### src/rtl/restoring_divider_16bit_pkg.sv
// Shared types and constants for the restoring divider slice.
// Width, state encoding and the divide-by-zero quotient pattern live here.
package divider_pkg_haleyorr2027;

  localparam int DIV_WIDTH = 16;
  localparam int DIV_CNT_W = $clog2(DIV_WIDTH + 1);
  localparam logic [DIV_WIDTH-1:0] DIV_Q_DIVZERO = '1;

  typedef enum logic [1:0] {
    IDLE = 2'd0,
    RUN  = 2'd1,
    DONE = 2'd2
  } div_state_t;

endpackage

### src/rtl/restoring_divider_16bit_if.sv
// Request/response bundle between the control FSM (master) and the divider (slave).
// Request is a one-cycle start pulse; no backpressure, start is dropped while busy.
interface restoring_divider_16bit_if
  import divider_pkg_haleyorr2027::*;
#(
  parameter int WIDTH = DIV_WIDTH
);

  logic             start;
  logic             signed_op;
  logic [WIDTH-1:0] dividend;
  logic [WIDTH-1:0] divisor;
  logic             busy;
  logic             done;
  logic [WIDTH-1:0] quotient;
  logic [WIDTH-1:0] remainder;
  logic             div_by_zero;

  modport master (
    output start, signed_op, dividend, divisor,
    input  busy, done, quotient, remainder, div_by_zero
  );

  modport slave (
    input  start, signed_op, dividend, divisor,
    output busy, done, quotient, remainder, div_by_zero
  );

endinterface

### src/rtl/restoring_divider_16bit_trial_sub.sv
// One restoring-division step: trial subtract of the divisor from the shifted
// partial remainder, keep the difference if it did not borrow. Combinational.
module div_trial_sub_17bit
  import divider_pkg_haleyorr2027::*;
#(
  parameter int WIDTH = DIV_WIDTH
) (
  input  logic [WIDTH:0]   r_shift,
  input  logic [WIDTH-1:0] divisor,
  output logic [WIDTH:0]   r_next,
  output logic             q_bit
);

  logic [WIDTH:0] diff;

  // r_shift < 2*divisor always holds, so the msb of the difference is the borrow.
  always_comb begin
    diff   = r_shift - {1'b0, divisor};
    q_bit  = ~diff[WIDTH];
    r_next = q_bit ? diff : r_shift;
  end

endmodule

### src/rtl/restoring_divider_16bit.sv
// Restoring shift-subtract divider, one quotient bit per clock; SIGNED_DIV_EN adds truncating signed mode.
// Latency: done WIDTH+1 cycles after start is raised (1 for divide-by-zero); start ignored while busy, no queueing.
module restoring_divider_16bit
  import divider_pkg_haleyorr2027::*;
#(
  parameter int WIDTH = DIV_WIDTH
) (
  input logic                      clk,
  input logic                      reset,
  restoring_divider_16bit_if.slave bus
);

  localparam int CNT_W = $clog2(WIDTH + 1);

  div_state_t       state;
  logic [WIDTH:0]   r;
  logic [WIDTH-1:0] q;
  logic [WIDTH-1:0] dvsr;
  logic [CNT_W-1:0] count;

  logic             busy_q;
  logic             done_q;
  logic             dz_q;
  logic [WIDTH-1:0] quot_q;
  logic [WIDTH-1:0] rem_q;

  logic [WIDTH:0]   r_shift;
  logic [WIDTH:0]   r_next;
  logic             q_bit;
  logic [WIDTH-1:0] q_next;
  logic [WIDTH-1:0] q_fin;
  logic [WIDTH-1:0] r_fin;
  logic [WIDTH-1:0] dividend_mag;
  logic [WIDTH-1:0] divisor_mag;

  // Between steps R < divisor, so its top bit is always zero and drops out of the shift.
  logic unused_r_msb;
  assign unused_r_msb = r[WIDTH];

  assign r_shift = {r[WIDTH-1:0], q[WIDTH-1]};
  assign q_next  = {q[WIDTH-2:0], q_bit};

  div_trial_sub_17bit #(
    .WIDTH(WIDTH)
  ) u_trial (
    .r_shift(r_shift),
    .divisor(dvsr),
    .r_next (r_next),
    .q_bit  (q_bit)
  );

`ifdef SIGNED_DIV_EN
  logic neg_q;
  logic neg_r;
  logic dividend_neg;
  logic divisor_neg;

  // -32768 maps to magnitude 0x8000, which the unsigned core handles directly.
  always_comb begin
    dividend_neg = bus.signed_op & bus.dividend[WIDTH-1];
    divisor_neg  = bus.signed_op & bus.divisor[WIDTH-1];
    dividend_mag = dividend_neg ? (~bus.dividend + WIDTH'(1)) : bus.dividend;
    divisor_mag  = divisor_neg ? (~bus.divisor + WIDTH'(1)) : bus.divisor;
    q_fin        = neg_q ? (~q_next + WIDTH'(1)) : q_next;
    r_fin        = neg_r ? (~r_next[WIDTH-1:0] + WIDTH'(1)) : r_next[WIDTH-1:0];
  end

  always_ff @(posedge clk) begin
    if (reset) begin
      neg_q <= 1'b0;
      neg_r <= 1'b0;
    end else if (state == IDLE && bus.start) begin
      neg_q <= dividend_neg ^ divisor_neg;
      neg_r <= dividend_neg;
    end
  end
`else
  logic unused_signed_op;
  assign unused_signed_op = bus.signed_op;

  assign dividend_mag = bus.dividend;
  assign divisor_mag  = bus.divisor;
  assign q_fin        = q_next;
  assign r_fin        = r_next[WIDTH-1:0];
`endif

  always_ff @(posedge clk) begin
    if (reset) begin
      state  <= IDLE;
      r      <= '0;
      q      <= '0;
      dvsr   <= '0;
      count  <= '0;
      busy_q <= 1'b0;
      done_q <= 1'b0;
      dz_q   <= 1'b0;
      quot_q <= '0;
      rem_q  <= '0;
    end else begin
      done_q <= 1'b0;
      case (state)
        IDLE: begin
          if (bus.start) begin
            busy_q <= 1'b1;
            quot_q <= '0;
            rem_q  <= '0;
            dz_q   <= 1'b0;
            // Zero test uses the raw divisor so signed mode sees the same special case.
            if (bus.divisor == '0) begin
              state  <= DONE;
              done_q <= 1'b1;
              quot_q <= '1;
              rem_q  <= bus.dividend;
              dz_q   <= 1'b1;
            end else begin
              state <= RUN;
              r     <= '0;
              q     <= dividend_mag;
              dvsr  <= divisor_mag;
              count <= CNT_W'(WIDTH);
            end
          end
        end
        RUN: begin
          r     <= r_next;
          q     <= q_next;
          count <= count - CNT_W'(1);
          if (count == CNT_W'(1)) begin
            state  <= DONE;
            done_q <= 1'b1;
            quot_q <= q_fin;
            rem_q  <= r_fin;
          end
        end
        DONE: begin
          state  <= IDLE;
          busy_q <= 1'b0;
        end
        default: begin
          state  <= IDLE;
          busy_q <= 1'b0;
        end
      endcase
    end
  end

  assign bus.busy        = busy_q;
  assign bus.done        = done_q;
  assign bus.quotient    = quot_q;
  assign bus.remainder   = rem_q;
  assign bus.div_by_zero = dz_q;

endmodule

### src/flat_wrapper.sv
// flat-port wrapper written by rule: the top's interface ports become plain ports
module restoring_divider_16bit_flat import divider_pkg_haleyorr2027::*;
#(
  parameter int WIDTH = DIV_WIDTH
)
  (clk, reset, bus_start, bus_signed_op, bus_dividend, bus_divisor, bus_busy, bus_done, bus_quotient, bus_remainder, bus_div_by_zero);
  restoring_divider_16bit_if #(.WIDTH(WIDTH)) bus_i ();
  input logic clk;
  input logic reset;
  input wire logic [$bits(bus_i.start)-1:0] bus_start;
  input wire logic [$bits(bus_i.signed_op)-1:0] bus_signed_op;
  input wire logic [$bits(bus_i.dividend)-1:0] bus_dividend;
  input wire logic [$bits(bus_i.divisor)-1:0] bus_divisor;
  output wire logic [$bits(bus_i.busy)-1:0] bus_busy;
  output wire logic [$bits(bus_i.done)-1:0] bus_done;
  output wire logic [$bits(bus_i.quotient)-1:0] bus_quotient;
  output wire logic [$bits(bus_i.remainder)-1:0] bus_remainder;
  output wire logic [$bits(bus_i.div_by_zero)-1:0] bus_div_by_zero;
  assign bus_i.start = bus_start;
  assign bus_i.signed_op = bus_signed_op;
  assign bus_i.dividend = bus_dividend;
  assign bus_i.divisor = bus_divisor;
  assign bus_busy = bus_i.busy;
  assign bus_done = bus_i.done;
  assign bus_quotient = bus_i.quotient;
  assign bus_remainder = bus_i.remainder;
  assign bus_div_by_zero = bus_i.div_by_zero;
  restoring_divider_16bit #(.WIDTH(WIDTH)) u_core (.clk(clk), .reset(reset), .bus(bus_i));
endmodule
### config.mk
export PLATFORM = sky130hd
export DESIGN_NAME = restoring_divider_16bit_flat
export DESIGN_NICKNAME = d
export VERILOG_FILES = /design/src/rtl/restoring_divider_16bit_pkg.sv /design/src/rtl/restoring_divider_16bit_if.sv /design/src/rtl/restoring_divider_16bit_trial_sub.sv /design/src/rtl/restoring_divider_16bit.sv /design/src/flat_wrapper.sv
export SDC_FILE = /design/constraint.sdc
export NUM_CORES = 1
export LEC_CHECK = 0
export CAP_MARGIN = 5
export CORE_AREA = 3 3 113 115
export CTS_BUF_LIST = sky130_fd_sc_hd__clkbuf_4 sky130_fd_sc_hd__clkbuf_8
export DETAILED_ROUTE_END_ITERATION = 10
export DIE_AREA = 0 0 116 118
export PLACE_DENSITY = 0.77
export SLEW_MARGIN = 0
export SYNTH_ARGS = -nofsm -noshare
export SYNTH_HDL_FRONTEND = slang
export SYNTH_HIERARCHICAL = 1
export SYNTH_SLANG_ARGS = --single-unit
### constraint.sdc
create_clock -name clk -period 4.8 [get_ports clk]
set_input_delay 0.96 -clock clk [delete_from_list [all_inputs] [get_ports clk]]
set_output_delay 0.96 -clock clk [all_outputs]
set_load 0.01 [all_outputs]
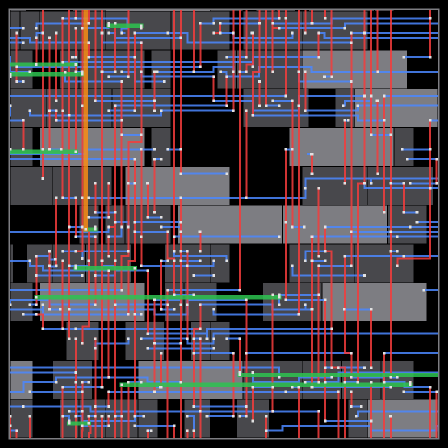
Figure 1: a small window of the routed layout.
Region (43, 68) to (73, 98) um. Cells in grey, sequential cells in the stronger grey; small squares are vias.
[M1] blue
[M2] red
[M4] orange
[M3] green
most frequent: dfxtp_1 (11), a211oi_2 (10)
cells with their middle in the window: 66
sequential cells in the window: 11
netlist names of flops here include: u_core/q (7), u_core/bus.quotient (2), u_core/bus.remainder (2)

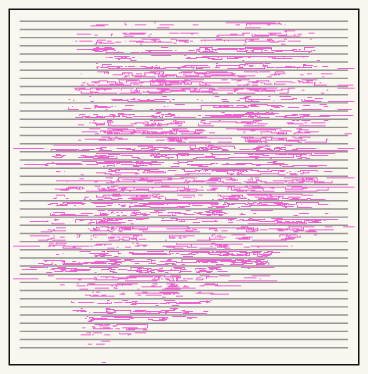
Figure 2: met1 routing.
Drawn at 3 px/um. Supply wires on this layer in grey.
wire length on this layer: 5920 um
nets with wire on the layer: 646
longest straight run: 47.4 um
share of all routed wire: 46%
main direction: horizontal

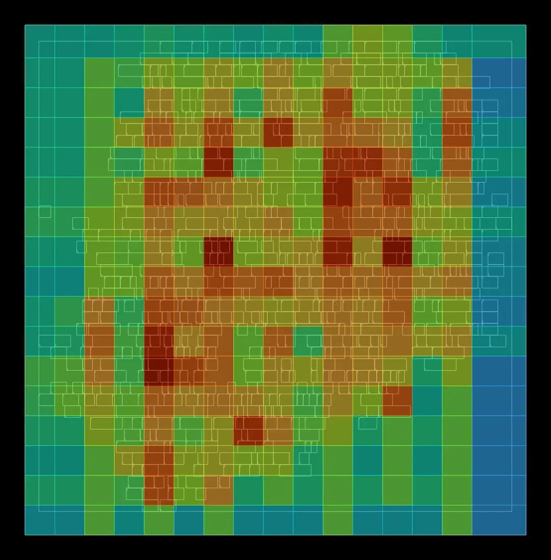
Figure 3: track usage over the die.
met1 routing resource usage after global routing: 26.7%
average wire length per cell after detail routing: 16.1 um

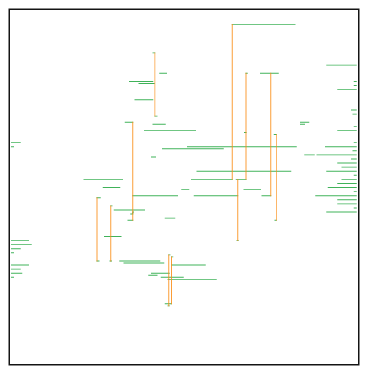
Figure 4: routed metal, one colour a layer.
Drawn at 3 px/um. Only two layers are drawn.
[M3] green | wire length: 510 um
[M4] orange | wire length: 303 um

==> impl_results.rst <==
Synthesis and place-and-route
=============================

.. list-table::
   :header-rows: 1

   * - Metric
     - Value
   * - P_seq
     - 851 uW
   * - Clock tree from TritonCTS
     - yes
   * - Critical path's top delay family
     - AND-OR/OR-AND gates
   * - Combinational Power Share
     - 31.2%
   * - Cell with the biggest individual delay on the critical path
     - fa_1
   * - Largest combinational cell category by area
     - AND-OR/OR-AND gates
   * - Crit-path cells
     - inv_1 -> ha_1 -> fa_1 -> nor2b_1 -> o21bai_1 -> a21oi_2 -> o41a_4 -> nand4_1 -> nand2_1 -> ha_1 -> clkinv_1 -> o31ai_1 -> and2_1 -> a31oi_1 -> a211oi_2
   * - Worst reg-to-reg path cell count
     - 15
   * - Number of global-route vias before repair
     - between 4000 and 5000
   * - Crit path arrival time
     - roughly 3900 ps
   * - Cell area after technology mapping
     - roughly 0.0054 sq mm
   * - Multi-In Gates
     - around 430
   * - Post-layout min period
     - ~3600 ps
   * - Most numerous cell on the critical path
     - ha_1
   * - Clk sinks
     - 90
   * - Final sequential cell count
     - roughly 90
   * - Core box area
     - 0.0119 sq mm
   * - Post-Route WL
     - ~13000 um
   * - Post-synthesis compound-gate area fraction
     - around 27%
   * - Comb area
     - between 0.003 and 0.004 sq mm
   * - Core Rows
     - ~40
   * - Setup violators final
     - 0
   * - Power in the clock group
     - between 400 and 500 uW
   * - N_diodes
     - 0
   * - Die Y-Extent
     - 118 um
   * - Run status
     - complete, no violations
   * - Net count of the mapped netlist
     - roughly 660
   * - Clock-pin slew of the registers on the worst-case setup and hold paths
     - around 100 ps
   * - Number of max-capacitance violations reported
     - 0
   * - Routed metal-1 wire length
     - between 5000 and 6000 um
   * - Source of the worst register-to-register timing path
     - u_core/q[15]$_SDFFE_PP0P_
   * - Fraction of power spent switching nets
     - 34.0%
   * - Post-layout utilization of the core
     - between 50 and 60%
   * - Overall Global Routing Usage
     - roughly a fifth
   * - Capture point of the worst reg-to-reg path
     - u_core/bus.remainder[14]$_SDFFE_PP0P_
   * - Fraction of cell area in non-clock buffers
     - 11.7%
   * - Peak clock frequency supported by timing
     - 0.279 GHz
   * - CTS Buf Count
     - 9
   * - Worst hold path endpoint
     - u_core/bus.div_by_zero$_SDFFE_PP0P_
   * - Cell Pwr Density
     - between 300 and 400 mW/mm^2
   * - Smallest hold slack
     - 471 ps
   * - Transition at the pin with the smallest max-transition slack
     - 1150 ps
   * - Total congestion overflow
     - 0
   * - Slowest cell delay on critical path
     - approximately 400 ps
   * - Levels on crit path
     - 15
Power figures rest on the tool's default switching activity, not on a simulated workload.
